==> images/wire_density.png <==
(4 px per µm) The die is cut into 17 by 17 equal tiles; dark blue is low, red is high, scaled to the fullest tile. Values are wire area over tile area, all layers added.
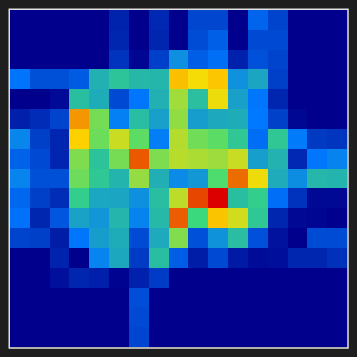
==> images/met3.png <==
(6 px per µm)
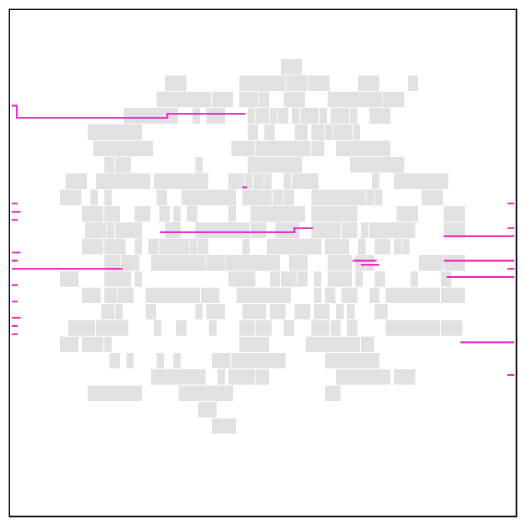
==> images/final_congestion.png <==
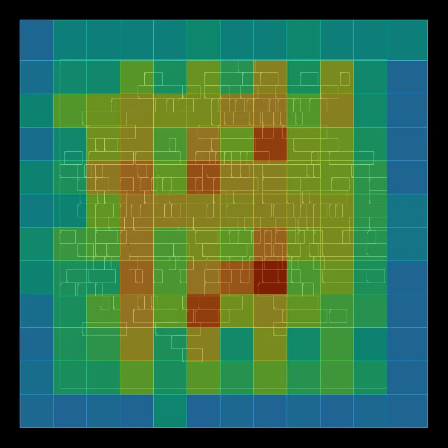
==> images/pins.png <==
(6 px per µm) Pins as bars across the die edge, other pins in gray.
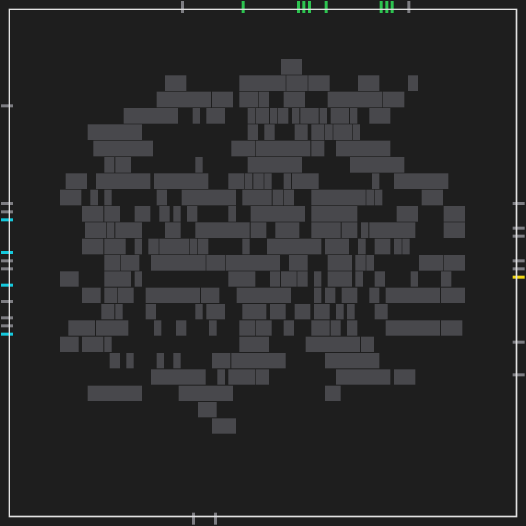
`src/rtl/updown_sweep_ctrl_if.sv`:
```
// Control/observe bundle between the sweep sequencer and whoever owns the
// up/down counter; master drives commands and the counter value, slave is the sequencer.
interface updown_sweep_ctrl_if #(
  parameter int WIDTH   = 4,
  parameter int SWEEP_W = 8
);
  logic               start;
  logic               stop;
  logic               continuous;
  logic [WIDTH-1:0]   lo;
  logic [WIDTH-1:0]   hi;
  logic [WIDTH-1:0]   count_in;
  logic               up;
  logic               down;
  logic               ctr_clear_b;
  logic               busy;
  logic               dir;
  logic               done;
  logic               err;
  logic [SWEEP_W-1:0] sweeps;

  modport master (
    output start, stop, continuous, lo, hi, count_in,
    input  up, down, ctr_clear_b, busy, dir, done, err, sweeps
  );

  modport slave (
    input  start, stop, continuous, lo, hi, count_in,
    output up, down, ctr_clear_b, busy, dir, done, err, sweeps
  );
endinterface

```
`src/rtl/updown_sweep_ctrl.sv`:
```
// Sequencer for a WIDTH-bit up/down counter: clear, ramp to lo, then bounce
// between lo and hi once or until stopped, counting completed sweeps.
module updown_sweep_ctrl #(
  parameter int WIDTH   = 4,
  parameter int SWEEP_W = 8
) (
  input logic                clk,
  input logic                clear_b,
  updown_sweep_ctrl_if.slave bus
);

  typedef enum logic [2:0] {
    IDLE = 3'd0,
    CLR  = 3'd1,
    SEEK = 3'd2,
    UP   = 3'd3,
    DOWN = 3'd4,
    DONE = 3'd5
  } state_t;

  localparam logic [SWEEP_W-1:0] SWEEP_ONE = {{(SWEEP_W-1){1'b0}}, 1'b1};

  state_t             state, state_nxt;
  logic [WIDTH-1:0]   lo_q, hi_q;
  logic               cont_q;
  logic [SWEEP_W-1:0] sweeps_q;
  logic               ctr_clear_b_q, busy_q, dir_q, done_q, err_q;
  logic               up_c, down_c, sweep_done;
  logic               accept, reject;

  // A start is only looked at in IDLE, and stop always overrides it.
  assign accept = (state == IDLE) && bus.start && !bus.stop && (bus.lo <  bus.hi);
  assign reject = (state == IDLE) && bus.start && !bus.stop && (bus.lo >= bus.hi);

  always_comb begin
    state_nxt  = state;
    up_c       = 1'b0;
    down_c     = 1'b0;
    sweep_done = 1'b0;
    case (state)
      IDLE: if (accept) state_nxt = CLR;
      CLR:  state_nxt = SEEK;
      SEEK: begin
        if (bus.count_in < lo_q) begin
          up_c = 1'b1;
        end else if (bus.count_in == lo_q) begin
          up_c      = 1'b1;
          state_nxt = UP;
        end else begin
          down_c = 1'b1;
        end
      end
      UP: begin
        if (bus.count_in != hi_q) begin
          up_c = 1'b1;
        end else begin
          down_c    = 1'b1;
          state_nxt = DOWN;
        end
      end
      DOWN: begin
        if (bus.count_in != lo_q) begin
          down_c = 1'b1;
        end else begin
          sweep_done = 1'b1;
          if (cont_q) begin
            up_c      = 1'b1;
            state_nxt = UP;
          end else begin
            state_nxt = DONE;
          end
        end
      end
      DONE:    state_nxt = IDLE;
      default: state_nxt = IDLE;
    endcase
    // Abort freezes the counter in the same cycle; a sweep landing on lo
    // in that cycle is not credited.
    if (bus.stop && (state != IDLE)) begin
      up_c       = 1'b0;
      down_c     = 1'b0;
      sweep_done = 1'b0;
      state_nxt  = IDLE;
    end
  end

  always_ff @(posedge clk or negedge clear_b) begin
    if (!clear_b) begin
      state         <= IDLE;
      lo_q          <= '0;
      hi_q          <= '0;
      cont_q        <= 1'b0;
      sweeps_q      <= '0;
      ctr_clear_b_q <= 1'b0;
      busy_q        <= 1'b0;
      dir_q         <= 1'b0;
      done_q        <= 1'b0;
      err_q         <= 1'b0;
    end else begin
      state         <= state_nxt;
      // Outputs are registered from the next state so they line up with it.
      ctr_clear_b_q <= (state_nxt != CLR);
      busy_q        <= (state_nxt != IDLE);
      dir_q         <= (state_nxt == SEEK) || (state_nxt == UP);
      done_q        <= (state_nxt == DONE);
      err_q         <= reject;
      if (accept) begin
        lo_q     <= bus.lo;
        hi_q     <= bus.hi;
        cont_q   <= bus.continuous;
        sweeps_q <= '0;
      end else if (sweep_done) begin
        sweeps_q <= sweeps_q + SWEEP_ONE;
      end
    end
  end

  assign bus.up          = up_c;
  assign bus.down        = down_c;
  assign bus.ctr_clear_b = ctr_clear_b_q;
  assign bus.busy        = busy_q;
  assign bus.dir         = dir_q;
  assign bus.done        = done_q;
  assign bus.err         = err_q;
  assign bus.sweeps      = sweeps_q;

endmodule

```
`src/flat_wrapper.sv`:
```
// flat-port wrapper written by rule: the top's interface ports become plain ports
module updown_sweep_ctrl_flat 
#(
  parameter int WIDTH   = 4,
  parameter int SWEEP_W = 8
)
  (clk, clear_b, bus_start, bus_stop, bus_continuous, bus_lo, bus_hi, bus_count_in, bus_up, bus_down, bus_ctr_clear_b, bus_busy, bus_dir, bus_done, bus_err, bus_sweeps);
  updown_sweep_ctrl_if #(.WIDTH(WIDTH), .SWEEP_W(SWEEP_W)) bus_i ();
  input logic clk;
  input logic clear_b;
  input wire logic [$bits(bus_i.start)-1:0] bus_start;
  input wire logic [$bits(bus_i.stop)-1:0] bus_stop;
  input wire logic [$bits(bus_i.continuous)-1:0] bus_continuous;
  input wire logic [$bits(bus_i.lo)-1:0] bus_lo;
  input wire logic [$bits(bus_i.hi)-1:0] bus_hi;
  input wire logic [$bits(bus_i.count_in)-1:0] bus_count_in;
  output wire logic [$bits(bus_i.up)-1:0] bus_up;
  output wire logic [$bits(bus_i.down)-1:0] bus_down;
  output wire logic [$bits(bus_i.ctr_clear_b)-1:0] bus_ctr_clear_b;
  output wire logic [$bits(bus_i.busy)-1:0] bus_busy;
  output wire logic [$bits(bus_i.dir)-1:0] bus_dir;
  output wire logic [$bits(bus_i.done)-1:0] bus_done;
  output wire logic [$bits(bus_i.err)-1:0] bus_err;
  output wire logic [$bits(bus_i.sweeps)-1:0] bus_sweeps;
  assign bus_i.start = bus_start;
  assign bus_i.stop = bus_stop;
  assign bus_i.continuous = bus_continuous;
  assign bus_i.lo = bus_lo;
  assign bus_i.hi = bus_hi;
  assign bus_i.count_in = bus_count_in;
  assign bus_up = bus_i.up;
  assign bus_down = bus_i.down;
  assign bus_ctr_clear_b = bus_i.ctr_clear_b;
  assign bus_busy = bus_i.busy;
  assign bus_dir = bus_i.dir;
  assign bus_done = bus_i.done;
  assign bus_err = bus_i.err;
  assign bus_sweeps = bus_i.sweeps;
  updown_sweep_ctrl #(.WIDTH(WIDTH), .SWEEP_W(SWEEP_W)) u_core (.clk(clk), .clear_b(clear_b), .bus(bus_i));
endmodule
```
`config.mk`:
```
export PLATFORM = sky130hd
export DESIGN_NAME = updown_sweep_ctrl_flat
export DESIGN_NICKNAME = d
export VERILOG_FILES = /design/src/rtl/updown_sweep_ctrl_if.sv /design/src/rtl/updown_sweep_ctrl.sv /design/src/flat_wrapper.sv
export SDC_FILE = /design/constraint.sdc
export NUM_CORES = 1
export LEC_CHECK = 0
export CORE_MARGIN = 8
export CORE_UTILIZATION = 30
export DETAILED_ROUTE_END_ITERATION = 8
export GPL_TIMING_DRIVEN = 0
export PLACE_DENSITY = 0.57
export SLEW_MARGIN = 20
export SYNTH_ARGS = -nofsm -noshare
export SYNTH_HDL_FRONTEND = slang
export SYNTH_SLANG_ARGS = --single-unit
```
`constraint.sdc`:
```
create_clock -name clk -period 2.1 [get_ports clk]
set_input_delay 0.42 -clock clk [delete_from_list [all_inputs] [get_ports clk]]
set_output_delay 0.42 -clock clk [all_outputs]
set_load 0.01 [all_outputs]
```
==> run summary <==
Notes on the flow run.

- The count of final max-slew check failures is 0, for reference.
- The share of cell area taken by muxes after synthesis is 0%, for reference.
- The number of sinks driven by the clock tree is 25, for reference.
- Clock tree synthesis selected as its root buffer the cell sky130_fd_sc_hd__clkbuf_8.
- The number of register bits inferred by synthesis is 25, for reference.
- The flow ran to the end, but the final reports show violations.
- The post-CTS hold buffer count recorded in the log is 0.
- The required time at the worst endpoint is listed as 1680 ps.
- After Yosys synthesis, full adders, half adders and majority gates account for roughly 8% of the synthesized area.
- The vertical die dimension is between 80 and 90 µm, for reference.
- The maximum number of pins on one net before global-route repair is 26, for reference.
- The number of flip-flops and latches is 25, for reference.
- In the final layout, the share of cells above drive strength 1 is around a fifth.
- In the final layout, the multi-input gates occupy 805 µm².
- The most common logic cells in the final layout are sky130_fd_sc_hd__dfrtp_1, sky130_fd_sc_hd__nand2_1, sky130_fd_sc_hd__clkdlybuf4s50_1, sky130_fd_sc_hd__nor2_1.
- The proportion of synthesized flip-flops having asynchronous set or reset is 100%, for reference.
- The critical path contains buffers and inverters numbering 3 combined.
- In the setup report, the worst path falls into the class reg -> out.
- In this run the critical path is formed by inv_2 -> ha_4 -> buf_4 -> and4_4 -> a21oi_1 -> o21ai_1 -> a32o_2 -> buf_6.
- The sequential cells in the finished layout cover a total of 626 µm².
- The instance count after placement with tap cells included is 231, for reference.
- Per the synthesis report, the simple-gate share of the synthesized area is between 20 and 25%.
- The type of destination of the critical path is an output port, for reference.
- Of the total synthesized cell area, the portion taken by AND-OR and OR-AND cells is between 15 and 20%.
- The via count of the first global-routing pass is 1,214.
- The placement summary gives the final routability congestion estimate as 0.838.
- STA lists the maximum fanout along the critical path as 3.
- The HPWL after detailed placement is 2470 µm, for reference.
- The skew report gives the latency at the later pin of the worst-skew pair as approximately 270 ps.
- The number of diodes is 0, for reference.
- The cell count after synthesis is roughly 150, for reference.
- The post-synthesis instance area is 1400 µm², for reference.
- The maximum root-to-sink buffer count is 2, for reference.
- The violation tally recorded at the end of detailed-routing iteration 0 is about 51.
- The finished layout holds 244 standard cells, fillers aside.
- The final-report hold violation count is 0, for reference.
- The worst IR drop on VDD is ~430 µV, for reference.
- The tightest slew margin relative to the limit is between 60% and 70%, for reference.
- The core region is 4600 µm².
- The cell taking the most area after synthesis is sky130_fd_sc_hd__dfrtp_1, for reference.
- The internal power consumption is between 1 and 1.5 mW, for reference.
- The checks that failed: negative setup slack.
- OpenSTA lists the critical path startpoint as u_core.lo_q[1]$_DFFE_PN0N_.
- The top-area cell type share of the netlist area is ~45%, for reference.
- The iteration count of the initial detailed-routing pass is 4, for reference.
- In the CTS report, the clock slew at the register clock pins of the worst setup and hold paths is listed as about 90 ps.
- The final clock period utilization by the worst path is 109%, for reference.
- For the worst setup path, the data arrival time is roughly 1900 ps.
- The cell area power density is a little under 900 nW/µm², for reference.
- The largest individual stage delay along the critical path comes from the cell sky130_fd_sc_hd__dfrtp_1.
- Net switching is 35.8% of the power.
- The number of filler instances in the final layout is 441, for reference.
- Per the timing report, the achievable frequency comes out to 437 MHz.
- The placement report lists the number of port buffers as 31.
- The placement row count is 25, for reference.
- The detailed-routing wirelength on met1 is 1570 µm, for reference.
- Counting the inverters off the clock network in the layout gives 11.
- Endpoints with negative setup slack in the final report add up to 2.
- TritonRoute reported its final design rule violation total as 0.
- The highest signal layer in the routed design is met4, for reference.
- The dominant delay contributor by cell family on the critical path is AND-OR/OR-AND gates, for reference.
- The power report attributes to the clock group a share of ~16%.
- The critical path's largest stage delay is 390 ps, for reference.
- The flow measured a signed area growth from synthesis to layout of 42.5%.
- The number of flops mapped to enable cells by yosys is 0, for reference.
- Yosys reports a chip area of about 1400 µm².
- The most used flip-flop cell after synthesis is sky130_fd_sc_hd__dfrtp_1, for reference.
- The finished cells cover 1990 µm².
- The critical path startpoint category is a flop, for reference.
- The leakage power is between 0.9 and 1 nW, for reference.
- After detailed routing, the met3 layer carries between 100 and 150 µm of wire.
- After layout, the minimum clock period comes to roughly 2300 ps.
- The post-layout net count is between 200 and 250, for reference.
- The synthesis log from Yosys contains 0 warnings.
- The final worst-path setup slack is -190 ps, for reference.
- Multi-input combinational cells in the finished layout were counted as approximately 110.
- After synthesis, the most frequently instantiated cells are sky130_fd_sc_hd__dfrtp_1, sky130_fd_sc_hd__nand2_1, sky130_fd_sc_hd__inv_1, sky130_fd_sc_hd__nor2_1, sky130_fd_sc_hd__ha_1.
- Per the timing report, the most critical flop-to-flop path originates at u_core.lo_q[1]$_DFFE_PN0N_.
- Global routing used 9.38% of the available tracks across all layers.
- In the final layout, clock buffers and inverters account for 2.32% of the cell area.
- The total negative slack is -362 ps, for reference.
- In the final layout, the clock buffer count is 3.
- The highest-count logic cell in the final layout is sky130_fd_sc_hd__dfrtp_1, for reference.
- The layout report gives the multi-input gate share of total cell area as around two fifths.
- The first global-routing pass estimated about 5600 µm of wire.
- The number of buffers added by the clock tree synthesis step is 3, for reference.
- In this run, the combinational gates consume between 40% and 50% of the power.
- In the final layout, flip-flops and latches take up between 30% and 40% of the cell area.
- Counting every net in the synthesized netlist gives ~170.
- Setup repair after global routing could not meet its margin everywhere.
- For this configuration, the core starts out at a cell density of a little under a third.
- The hold slack is between 100 and 150 ps, for reference.
- Once detail routing completed, the nets flagged for antenna violations numbered 0.
- Summed over all nets, wire length on met2 after detailed routing comes to approximately 1600 µm.
- The initial antenna violation count is 0, for reference.
- The residual overflow from global routing is 0, for reference.
- The average cell area after synthesis is ~9.6 µm², for reference.
- The number of cells in the yosys synthesis report is 146, for reference.
- The distinct cell type count of the synthesized netlist is 36, for reference.
- The post-synthesis xor/xnor area fraction is under 10%, for reference.
- The max capacitance violation total is 0, for reference.
- STA on the placed design reports a worst setup slack of -919 ps.
- TritonCTS built the clock tree.
- The die is 84.3 µm wide.
Notes on wire_density.png above:
densest ninth of the die: middle
nearly empty tiles: 38%
fullest tile: 0.37

Notes on met3.png above:
wire length on this layer: 146 µm
longest straight run: 25.1 µm
share of all routed wire: 4.3%
main direction: horizontal
nets with wire on the layer: 23
met3 GRT Util: 3.39%
via count: 1,186
sum of routed wire length over all layers: 3370 µm

Notes on final_congestion.png above:
utilization after layout: 43.3%
Global Route met1 Usage: 11.4%
GRT met2 Usage: 15.5%
per-cell routed wire length: 13.8 µm
most used routing layer in global routing: met2

Notes on pins.png above:
| port | color | pins | direction | edge |
|---|---|---|---|---|
| `bus_down` | yellow | 1 | output | right |
| `bus_sweeps` | green | 8 | output | top |
| `bus_lo` | cyan | 4 | input | left |

## state kept, by name (all words and copies together), names as in the netlist
register and count:
u_core.lo_q 4, u_core.bus.dir 1, u_core.state 3, u_core.bus.done 1, u_core.hi_q 4, u_core.bus.ctr_clear_b 1, u_core.bus.err 1, u_core.cont_q 1
u_core.bus.sweeps 8, u_core.bus.busy 1
## worst paths after layout
kind | cells past startpoint | slack, ps | to
max | 8 | -190 | bus_up
min | 1 | 130 | u_core.bus.sweeps[4]$_DFFE_PN0P_
max reg2reg | 9 | 180 | u_core.bus.sweeps[7]$_DFFE_PN0P_
min reg2reg | 2 | 500 | u_core.hi_q[0]$_DFFE_PN0N_
max in group asynchronous | 1 | 1600 | u_core.lo_q[1]$_DFFE_PN0N_
min in group clk | 3 | 400 | u_core.hi_q[0]$_DFFE_PN0N_
## worst register-to-register path, cell delays in order, from the launching register on
cell and delay (ps):
sky130_fd_sc_hd__dfrtp_1 360, sky130_fd_sc_hd__inv_2 60, sky130_fd_sc_hd__ha_4 260, sky130_fd_sc_hd__buf_4 100, sky130_fd_sc_hd__and4_4 230, sky130_fd_sc_hd__buf_4 140, sky130_fd_sc_hd__nand4_4 150, sky130_fd_sc_hd__nor4_4 320
sky130_fd_sc_hd__xnor2_1 150, sky130_fd_sc_hd__nor2_1 60
## what timing repair did
action,4_1_cts,5_1_grt
cloned,1,0
setup endpoints to repair,23,10
pin swaps,11,9
gates resized,27,13
hold endpoints to repair,0,0
setup buffers,7,2
## power by group through the flow
stage,Sequential (mW),Combinational (mW),Clock [mW]
after detailed placement,0.691,0.614,0
after CTS,0.683,0.719,0.293
after global placement,0.686,0.606,0
final,0.682,0.784,0.285
after global routing,0.695,0.866,0.318
after floorplan,0.685,0.406,0
Power figures rest on the tool's default switching activity, not on a simulated workload.
